### config.mk
export PLATFORM = sky130hd
export DESIGN_NAME = bus_cycle_ctrl_flat
export DESIGN_NICKNAME = d
export VERILOG_FILES = /design/src/rtl/bus_pkg.sv /design/src/rtl/bus_cycle_ctrl_if.sv /design/src/rtl/bus_wait_timer.sv /design/src/rtl/bus_cycle_ctrl.sv /design/src/flat_wrapper.sv
export SDC_FILE = /design/constraint.sdc
export NUM_CORES = 1
export LEC_CHECK = 0
export CORE_UTILIZATION = 46
export CTS_CLUSTER_SIZE = 25
export DETAILED_ROUTE_END_ITERATION = 7
export PLACE_DENSITY = 0.88
export SLEW_MARGIN = 40
export SYNTH_ARGS = -nofsm -noshare
export SYNTH_HDL_FRONTEND = slang
export SYNTH_SLANG_ARGS = --single-unit
### constraint.sdc
create_clock -name phi1 -period 3.47 [get_ports phi1]
set_input_delay 0.5205 -clock phi1 [delete_from_list [all_inputs] [get_ports phi1]]
set_output_delay 0.5205 -clock phi1 [all_outputs]
set_load 0.01 [all_outputs]
### src/rtl/bus_pkg.sv
// Shared types and constants for the 8085 bus cycle controller and the
// instruction decode/timing unit that feeds it.
package bus_pkg;

    // Machine-cycle request kinds issued by the decoder.
    typedef enum logic [2:0] {
        CYC_OPF  = 3'd0,
        CYC_MRD  = 3'd1,
        CYC_MWR  = 3'd2,
        CYC_IORD = 3'd3,
        CYC_IOWR = 3'd4,
        CYC_INTA = 3'd5,
        CYC_HALT = 3'd6
    } cyc_t;

    // Bus controller T-states.
    typedef enum logic [2:0] {
        ST_IDLE = 3'd0,
        ST_T1   = 3'd1,
        ST_T2   = 3'd2,
        ST_TW   = 3'd3,
        ST_T3   = 3'd4,
        ST_HOLD = 3'd5
    } state_t;

    // Status encodings, packed as {s1, s0, io_m_n}.
    localparam logic [2:0] STAT_OPF  = 3'b110;
    localparam logic [2:0] STAT_MRD  = 3'b100;
    localparam logic [2:0] STAT_MWR  = 3'b010;
    localparam logic [2:0] STAT_IORD = 3'b101;
    localparam logic [2:0] STAT_IOWR = 3'b011;
    localparam logic [2:0] STAT_INTA = 3'b111;
    localparam logic [2:0] STAT_HALT = 3'b000;

    // One-hot T-state flags, used by the decoder for its own sequencing.
    localparam logic [5:0] TOH_IDLE = 6'b000001;
    localparam logic [5:0] TOH_T1   = 6'b000010;
    localparam logic [5:0] TOH_T2   = 6'b000100;
    localparam logic [5:0] TOH_TW   = 6'b001000;
    localparam logic [5:0] TOH_T3   = 6'b010000;
    localparam logic [5:0] TOH_HOLD = 6'b100000;

    function automatic logic [2:0] status_of(cyc_t t);
        case (t)
            CYC_OPF:  return STAT_OPF;
            CYC_MRD:  return STAT_MRD;
            CYC_MWR:  return STAT_MWR;
            CYC_IORD: return STAT_IORD;
            CYC_IOWR: return STAT_IOWR;
            CYC_INTA: return STAT_INTA;
            default:  return STAT_HALT;
        endcase
    endfunction

    // Cycles that pull RDn and sample AD7-0 in T3.
    function automatic logic is_read(cyc_t t);
        return (t == CYC_OPF) || (t == CYC_MRD) || (t == CYC_IORD) || (t == CYC_INTA);
    endfunction

endpackage

### src/rtl/bus_cycle_ctrl_if.sv
// Request/response and pin bundle between the decoder, the bus cycle
// controller and the 8085 pads. The controller uses the slave modport.
interface bus_cycle_ctrl_if;
    import bus_pkg::*;

    logic        cyc_start;
    cyc_t        cyc_type;
    logic [15:0] addr;
    logic [7:0]  wdata;
    logic        ready;
    logic        hold;
    logic [7:0]  ad_in;

    logic        cyc_ready;
    logic        cyc_done;
    logic [7:0]  rdata;
    logic        rdata_valid;
    logic        ale;
    logic        rd_n;
    logic        wr_n;
    logic        io_m_n;
    logic        s1;
    logic        s0;
    logic [7:0]  ad_out;
    logic        ad_oe;
    logic [7:0]  a_hi;
    logic        bus_oe;
    logic        hlda;
    logic        timeout;

    modport slave (
        input  cyc_start, cyc_type, addr, wdata, ready, hold, ad_in,
        output cyc_ready, cyc_done, rdata, rdata_valid, ale, rd_n, wr_n,
               io_m_n, s1, s0, ad_out, ad_oe, a_hi, bus_oe, hlda, timeout
    );

    modport master (
        output cyc_start, cyc_type, addr, wdata, ready, hold, ad_in,
        input  cyc_ready, cyc_done, rdata, rdata_valid, ale, rd_n, wr_n,
               io_m_n, s1, s0, ad_out, ad_oe, a_hi, bus_oe, hlda, timeout
    );

endinterface

### src/rtl/bus_wait_timer.sv
// Wait-state counter for the bus cycle controller: cleared on T2 entry,
// bumped on every entry into TW, flags when the count reaches MAX_WAIT.
module bus_wait_timer #(
    parameter int unsigned MAX_WAIT = 255
) (
    input  logic phi1,
    input  logic reset,
    input  logic clear,
    input  logic inc,
    output logic at_max
);

    logic [7:0] count;

    // Count TW states of the current cycle.
    always_ff @(posedge phi1) begin
        if (reset || clear)
            count <= 8'd0;
        else if (inc)
            count <= count + 8'd1;
    end

    assign at_max = (count == MAX_WAIT[7:0]);

endmodule

### src/rtl/bus_cycle_ctrl.sv
// 8085 bus cycle controller: turns decoder machine-cycle requests into
// ALE/RDn/WRn/status/AD pin activity, inserts READY wait states and
// services HOLD/HLDA. Optional wait-state timeout under BUS_TIMEOUT_EN.
module bus_cycle_ctrl
    import bus_pkg::*;
#(
    parameter int unsigned MAX_WAIT = 255
) (
    input  logic             phi1,
    input  logic             reset,
    bus_cycle_ctrl_if.slave  bus
);

    state_t     state;
    cyc_t       type_q;
    logic [7:0] wdata_q;
    logic       accept;
    logic       force_t3;
    logic       go_t3;

    // T3 never continues into TW, so only IDLE and T3 can take a request.
    assign bus.cyc_ready = ((state == ST_IDLE) || (state == ST_T3)) && !bus.hold;
    assign accept        = bus.cyc_start && bus.cyc_ready;
    assign go_t3         = bus.ready || force_t3;

`ifdef BUS_TIMEOUT_EN
    logic wt_clear;
    logic wt_inc;
    logic wt_at_max;

    assign wt_clear = (state == ST_T1) && (type_q != CYC_HALT);
    assign wt_inc   = ((state == ST_T2) || (state == ST_TW)) && !go_t3;
    assign force_t3 = (state == ST_TW) && wt_at_max;

    bus_wait_timer #(.MAX_WAIT(MAX_WAIT)) u_wait_timer (
        .phi1   (phi1),
        .reset  (reset),
        .clear  (wt_clear),
        .inc    (wt_inc),
        .at_max (wt_at_max)
    );
`else
    logic unused_max_wait;
    assign unused_max_wait = (MAX_WAIT != 0);
    assign force_t3        = 1'b0;
`endif

    // Write data is only consumed from T2 onward, so it needs no reset.
    always_ff @(posedge phi1) begin
        if (accept)
            wdata_q <= bus.wdata;
    end

    // T-state sequencer with all pin outputs registered.
    always_ff @(posedge phi1) begin
        if (reset) begin
            state           <= ST_IDLE;
            type_q          <= CYC_OPF;
            bus.rd_n        <= 1'b1;
            bus.wr_n        <= 1'b1;
            bus.ale         <= 1'b0;
            bus.ad_oe       <= 1'b0;
            bus.bus_oe      <= 1'b1;
            bus.hlda        <= 1'b0;
            bus.s1          <= 1'b0;
            bus.s0          <= 1'b0;
            bus.io_m_n      <= 1'b0;
            bus.a_hi        <= 8'd0;
            bus.ad_out      <= 8'd0;
            bus.rdata       <= 8'd0;
            bus.cyc_done    <= 1'b0;
            bus.rdata_valid <= 1'b0;
            bus.timeout     <= 1'b0;
        end else begin
            bus.cyc_done    <= 1'b0;
            bus.rdata_valid <= 1'b0;
            bus.timeout     <= 1'b0;
            bus.ale         <= 1'b0;

            case (state)
                ST_IDLE: begin
                    if (bus.hold) begin
                        state      <= ST_HOLD;
                        bus.hlda   <= 1'b1;
                        bus.bus_oe <= 1'b0;
                        bus.ad_oe  <= 1'b0;
                    end
                end
                ST_T1: begin
                    if (type_q == CYC_HALT) begin
                        state     <= ST_IDLE;
                        bus.ad_oe <= 1'b0;
                    end else if (is_read(type_q)) begin
                        state     <= ST_T2;
                        bus.rd_n  <= 1'b0;
                        bus.ad_oe <= 1'b0;
                    end else begin
                        state      <= ST_T2;
                        bus.wr_n   <= 1'b0;
                        bus.ad_oe  <= 1'b1;
                        bus.ad_out <= wdata_q;
                    end
                end
                ST_T2, ST_TW: begin
                    if (go_t3) begin
                        state        <= ST_T3;
                        bus.cyc_done <= 1'b1;
                        bus.timeout  <= force_t3 && !bus.ready;
                    end else begin
                        state <= ST_TW;
                    end
                end
                ST_T3: begin
                    bus.rd_n  <= 1'b1;
                    bus.wr_n  <= 1'b1;
                    bus.ad_oe <= 1'b0;
                    if (is_read(type_q)) begin
                        bus.rdata       <= bus.ad_in;
                        bus.rdata_valid <= 1'b1;
                    end
                    if (bus.hold) begin
                        state      <= ST_HOLD;
                        bus.hlda   <= 1'b1;
                        bus.bus_oe <= 1'b0;
                    end else begin
                        state <= ST_IDLE;
                    end
                end
                ST_HOLD: begin
                    if (!bus.hold) begin
                        state      <= ST_IDLE;
                        bus.hlda   <= 1'b0;
                        bus.bus_oe <= 1'b1;
                    end
                end
                default: state <= ST_IDLE;
            endcase

            // A new request (from IDLE or straight out of T3) starts T1.
            if (accept) begin
                state        <= ST_T1;
                type_q       <= bus.cyc_type;
                {bus.s1, bus.s0, bus.io_m_n} <= status_of(bus.cyc_type);
                bus.ale      <= 1'b1;
                bus.ad_oe    <= 1'b1;
                bus.ad_out   <= bus.addr[7:0];
                bus.a_hi     <= bus.addr[15:8];
                bus.cyc_done <= (bus.cyc_type == CYC_HALT);
            end
        end
    end

endmodule

### src/flat_wrapper.sv
// flat-port wrapper written by rule: the top's interface ports become plain ports
module bus_cycle_ctrl_flat import bus_pkg::*;
#(
    parameter int unsigned MAX_WAIT = 255
)
  (phi1, reset, bus_cyc_start, bus_cyc_type, bus_addr, bus_wdata, bus_ready, bus_hold, bus_ad_in, bus_cyc_ready, bus_cyc_done, bus_rdata, bus_rdata_valid, bus_ale, bus_rd_n, bus_wr_n, bus_io_m_n, bus_s1, bus_s0, bus_ad_out, bus_ad_oe, bus_a_hi, bus_bus_oe, bus_hlda, bus_timeout);
  bus_cycle_ctrl_if bus_i ();
  input  logic phi1;
  input  logic reset;
  input wire logic [$bits(bus_i.cyc_start)-1:0] bus_cyc_start;
  input wire logic [$bits(bus_i.cyc_type)-1:0] bus_cyc_type;
  input wire logic [$bits(bus_i.addr)-1:0] bus_addr;
  input wire logic [$bits(bus_i.wdata)-1:0] bus_wdata;
  input wire logic [$bits(bus_i.ready)-1:0] bus_ready;
  input wire logic [$bits(bus_i.hold)-1:0] bus_hold;
  input wire logic [$bits(bus_i.ad_in)-1:0] bus_ad_in;
  output wire logic [$bits(bus_i.cyc_ready)-1:0] bus_cyc_ready;
  output wire logic [$bits(bus_i.cyc_done)-1:0] bus_cyc_done;
  output wire logic [$bits(bus_i.rdata)-1:0] bus_rdata;
  output wire logic [$bits(bus_i.rdata_valid)-1:0] bus_rdata_valid;
  output wire logic [$bits(bus_i.ale)-1:0] bus_ale;
  output wire logic [$bits(bus_i.rd_n)-1:0] bus_rd_n;
  output wire logic [$bits(bus_i.wr_n)-1:0] bus_wr_n;
  output wire logic [$bits(bus_i.io_m_n)-1:0] bus_io_m_n;
  output wire logic [$bits(bus_i.s1)-1:0] bus_s1;
  output wire logic [$bits(bus_i.s0)-1:0] bus_s0;
  output wire logic [$bits(bus_i.ad_out)-1:0] bus_ad_out;
  output wire logic [$bits(bus_i.ad_oe)-1:0] bus_ad_oe;
  output wire logic [$bits(bus_i.a_hi)-1:0] bus_a_hi;
  output wire logic [$bits(bus_i.bus_oe)-1:0] bus_bus_oe;
  output wire logic [$bits(bus_i.hlda)-1:0] bus_hlda;
  output wire logic [$bits(bus_i.timeout)-1:0] bus_timeout;
  assign bus_i.cyc_start = bus_cyc_start;
  assign bus_i.cyc_type = bus_cyc_type;
  assign bus_i.addr = bus_addr;
  assign bus_i.wdata = bus_wdata;
  assign bus_i.ready = bus_ready;
  assign bus_i.hold = bus_hold;
  assign bus_i.ad_in = bus_ad_in;
  assign bus_cyc_ready = bus_i.cyc_ready;
  assign bus_cyc_done = bus_i.cyc_done;
  assign bus_rdata = bus_i.rdata;
  assign bus_rdata_valid = bus_i.rdata_valid;
  assign bus_ale = bus_i.ale;
  assign bus_rd_n = bus_i.rd_n;
  assign bus_wr_n = bus_i.wr_n;
  assign bus_io_m_n = bus_i.io_m_n;
  assign bus_s1 = bus_i.s1;
  assign bus_s0 = bus_i.s0;
  assign bus_ad_out = bus_i.ad_out;
  assign bus_ad_oe = bus_i.ad_oe;
  assign bus_a_hi = bus_i.a_hi;
  assign bus_bus_oe = bus_i.bus_oe;
  assign bus_hlda = bus_i.hlda;
  assign bus_timeout = bus_i.timeout;
  bus_cycle_ctrl #(.MAX_WAIT(MAX_WAIT)) u_core (.phi1(phi1), .reset(reset), .bus(bus_i));
endmodule
==> impl_metrics.json <==
{
  "yosysUniqueCellTypes": 35,
  "mostFrequentLayoutCells": "75 x clkdlybuf4s50_1, 41 x dfxtp_1, 29 x nand2_1",
  "ys_area_mm2": 0.001922,
  "chipArea_mm2": 0.004440,
  "finalHoldViolations": 0,
  "insertion_delay_ps": 290,
  "min_period_ps": 2286,
  "cts_tree": "done",
  "first_iter_violations": 39,
  "synth_top_cell_by_area": "dfxtp_1",
  "slowest_stage": "clkdlybuf4s50_1",
  "hpwlAfterDp_um": 2713,
  "peakVddDrop_mv": 0.2665,
  "diodes": 0,
  "rsz0062_at_grt": "no",
  "clk_path_buf_depth": 2,
  "fmax_mhz": 437.5,
  "cts_sinks": 49,
  "cap_violations": 0,
  "crit_path_end": "bus_cyc_ready",
  "grt_overflow_total": 0,
  "grt_max_degree": 42,
  "postCtsSetupBuffers": 0,
  "drc": 0,
  "hold_depth": 2,
  "htree_levels": 2,
  "clock_skew_ps": 4.306,
  "nFillCells": 333,
  "topCellsByArea": "dfxtp_1 43%, edfxtp_1 13%, mux2i_1 8.3%",
  "worstRegToRegCells": 6,
  "cp_cell_sequence": "clkdlybuf4s50_1 -> nor3_4 -> clkdlybuf4s50_1",
  "clock_tree.root_cell": "clkbuf_8",
  "grt_pass1_vias": 1497,
  "ys_cells": 193,
  "finalSetupViolations": 0,
  "clk_pin_slew_ps": 80,
  "hold_slack_ps": 461.4,
  "syn_avg_cell_area_um2": 9.958,
  "maxSlewViolCount": 0,
  "holdBufCountCts": 0,
  "critical_path.startpoint_type": "input pin",
  "worst_pin_slew_ps": 699.7,
  "die_height_um": 66.64,
  "io_pins": 77,
  "netlist_area_mm2": 0.001922,
  "place_ws_ps": 1110,
  "nets": 304,
  "cts-resized-gates": 0,
  "antenna_found_initial": 0,
  "worstPathArrival_ps": 1770,
  "status": "complete, no violations",
  "hp-start": "u_core.bus.a_hi[2]",
  "place_area_mm2": 0.002679,
  "required_ps": 2950,
  "syn_nets": 233,
  "hold_path_end": "u_core.bus.a_hi[2]",
  "power.density_mw_per_mm2": 462.8,
  "max_slew_margin_pct": 53.21,
  "synth_top_area_share_pct": 42.71,
  "yosysSeqAreaShare_pct": 55.21,
  "finalSetupTns_ps": 0
}
-- logic make-up after synthesis --
group / count (synthesis) / synth area share [%]
simple gates: 66 / 15.95
xor+xnor: 1 / 0.4558
mux: 16 / 8.333
buf+inv: 16 / 4.492
fa+ha+maj: 1 / 0.5209
compound gates: 43 / 14.84
other cells: 1 / 0.1951
flops: 49 / 55.21
-- synthesized netlist by cell type --
cell       n
a211o_1    1
a211oi_1  13
a21bo_2    1
a21boi_0   1
a21o_1     1
a21oi_1   15
a311oi_1   1
a311oi_2   1
buf_1      1
buf_2      3
buf_4      4
buf_6      1
clkbuf_1   4
conb_1     1
dfxtp_1   41
edfxtp_1   8
inv_1      2
inv_2      1
maj3_1     1
mux2i_1   16
nand2_1   29
nand2b_1   2
nand3b_1   2
nor2_1    25
nor2b_1    2
nor3_4     1
nor3b_1    1
nor3b_4    1
nor4_1     1
o211ai_1   1
o211ai_2   1
o21ai_0    7
or3_1      1
or3b_2     1
xor2_1     1
-- power by group --
part | switching (mW) | internal [mW]
Sequential | 0.0289 | 0.619
Combinational | 0.101 | 0.138
Clock | 0.172 | 0.235
Total | 0.302 | 0.992
-- layer usage --
layer  vias up  wire [um]  track usage, %  share of wire (%)
met4         0         40           7.181                1.0
li1        808          -               -                  -
met2        48       1869           32.95                 48
met1       711       1724           21.04                 44
met3         4        282           6.336                7.2
met5         -          0               0                  0
-- worst max-delay path, delay by kind of cell --
kind,cells,cell delay [ps]
buf+inv,2,1070
simple gates,1,170
-- layout make-up --
cell class	instances	area, um^2	share of cell area, %
Timing Repair Buffer	77	765.7	27.39
Clock inverter	1	30.03	1.074
Multi-Input combinational cell	128	778.2	27.84
Clock buffer	7	86.33	3.089
Tap cell	50	62.56	2.238
Sequential cell	49	1061	37.96
Inverter	3	11.26	0.4029
### Signal wires by layer

Only two layers are drawn.
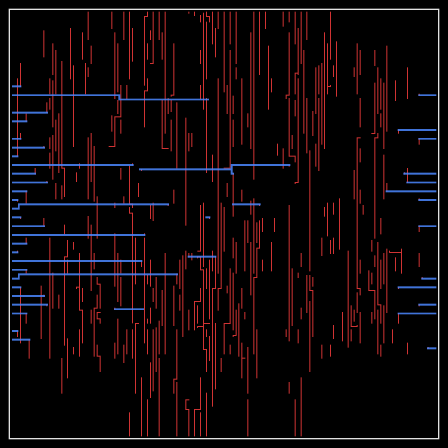
[blue] M3 | wire length: 283 um
[red] M2 | wire length: 1870 um
final wirelength: 3916 um
global-route usage over all layers: 18.92%
routed via count: 1571

### Placement by cell class

Scale bar: 20 um.
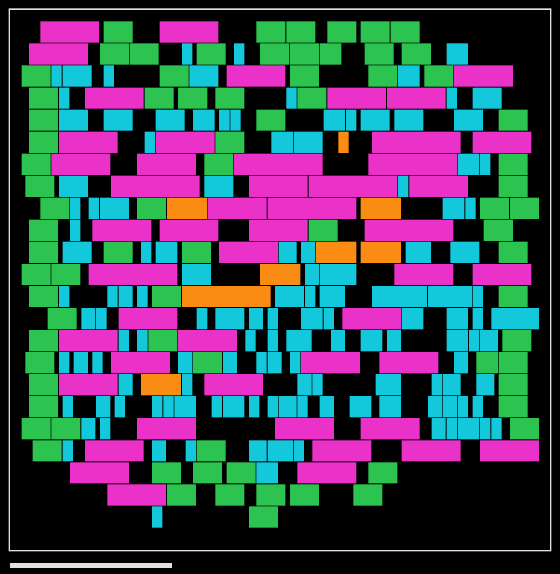
[orange] clock drivers and dummy loads | cells: 8 | share of their area: 4.3%
[magenta] sequential cells | cells: 49 | share of their area: 39%
[green] remaining buffers and delay cells | cells: 77 | share of their area: 28%
[cyan] remaining logic cells | cells: 131 | share of their area: 29%
Final Util: 69.88%
cell area after layout: 0.002795 mm^2
sequential cell area share: 37.96%
# rows: 23
core area: 0.004000 mm^2

### Cell area per tile

Scale bar: 20 um. 7 x 7 tiles, from dark purple (low) to yellow (high), 0 to 100% covered.
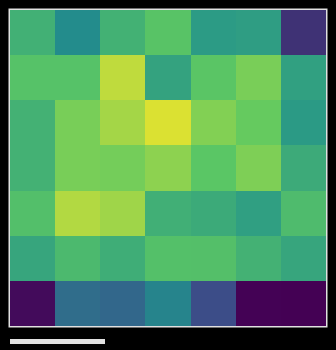
tiles over 75% full: 27%
nearly empty tiles: 4.1%
emptiest ninth of the die: lower right
fullest tile: 95%
mean over tiles: 62%
FP Util: 48.05%

### Wiring heat map

13 x 13 tiles, from dark purple (low) to yellow (high), scaled to the fullest tile. Values are wire area over tile area, all layers added.
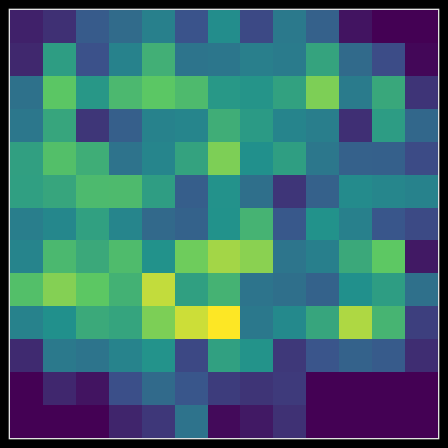
tiles over half the peak: 36%
emptiest ninth of the die: lower right
densest ninth of the die: middle left
DR WL/cell: 12.43 um

Power figures rest on the tool's default switching activity, not on a simulated workload.
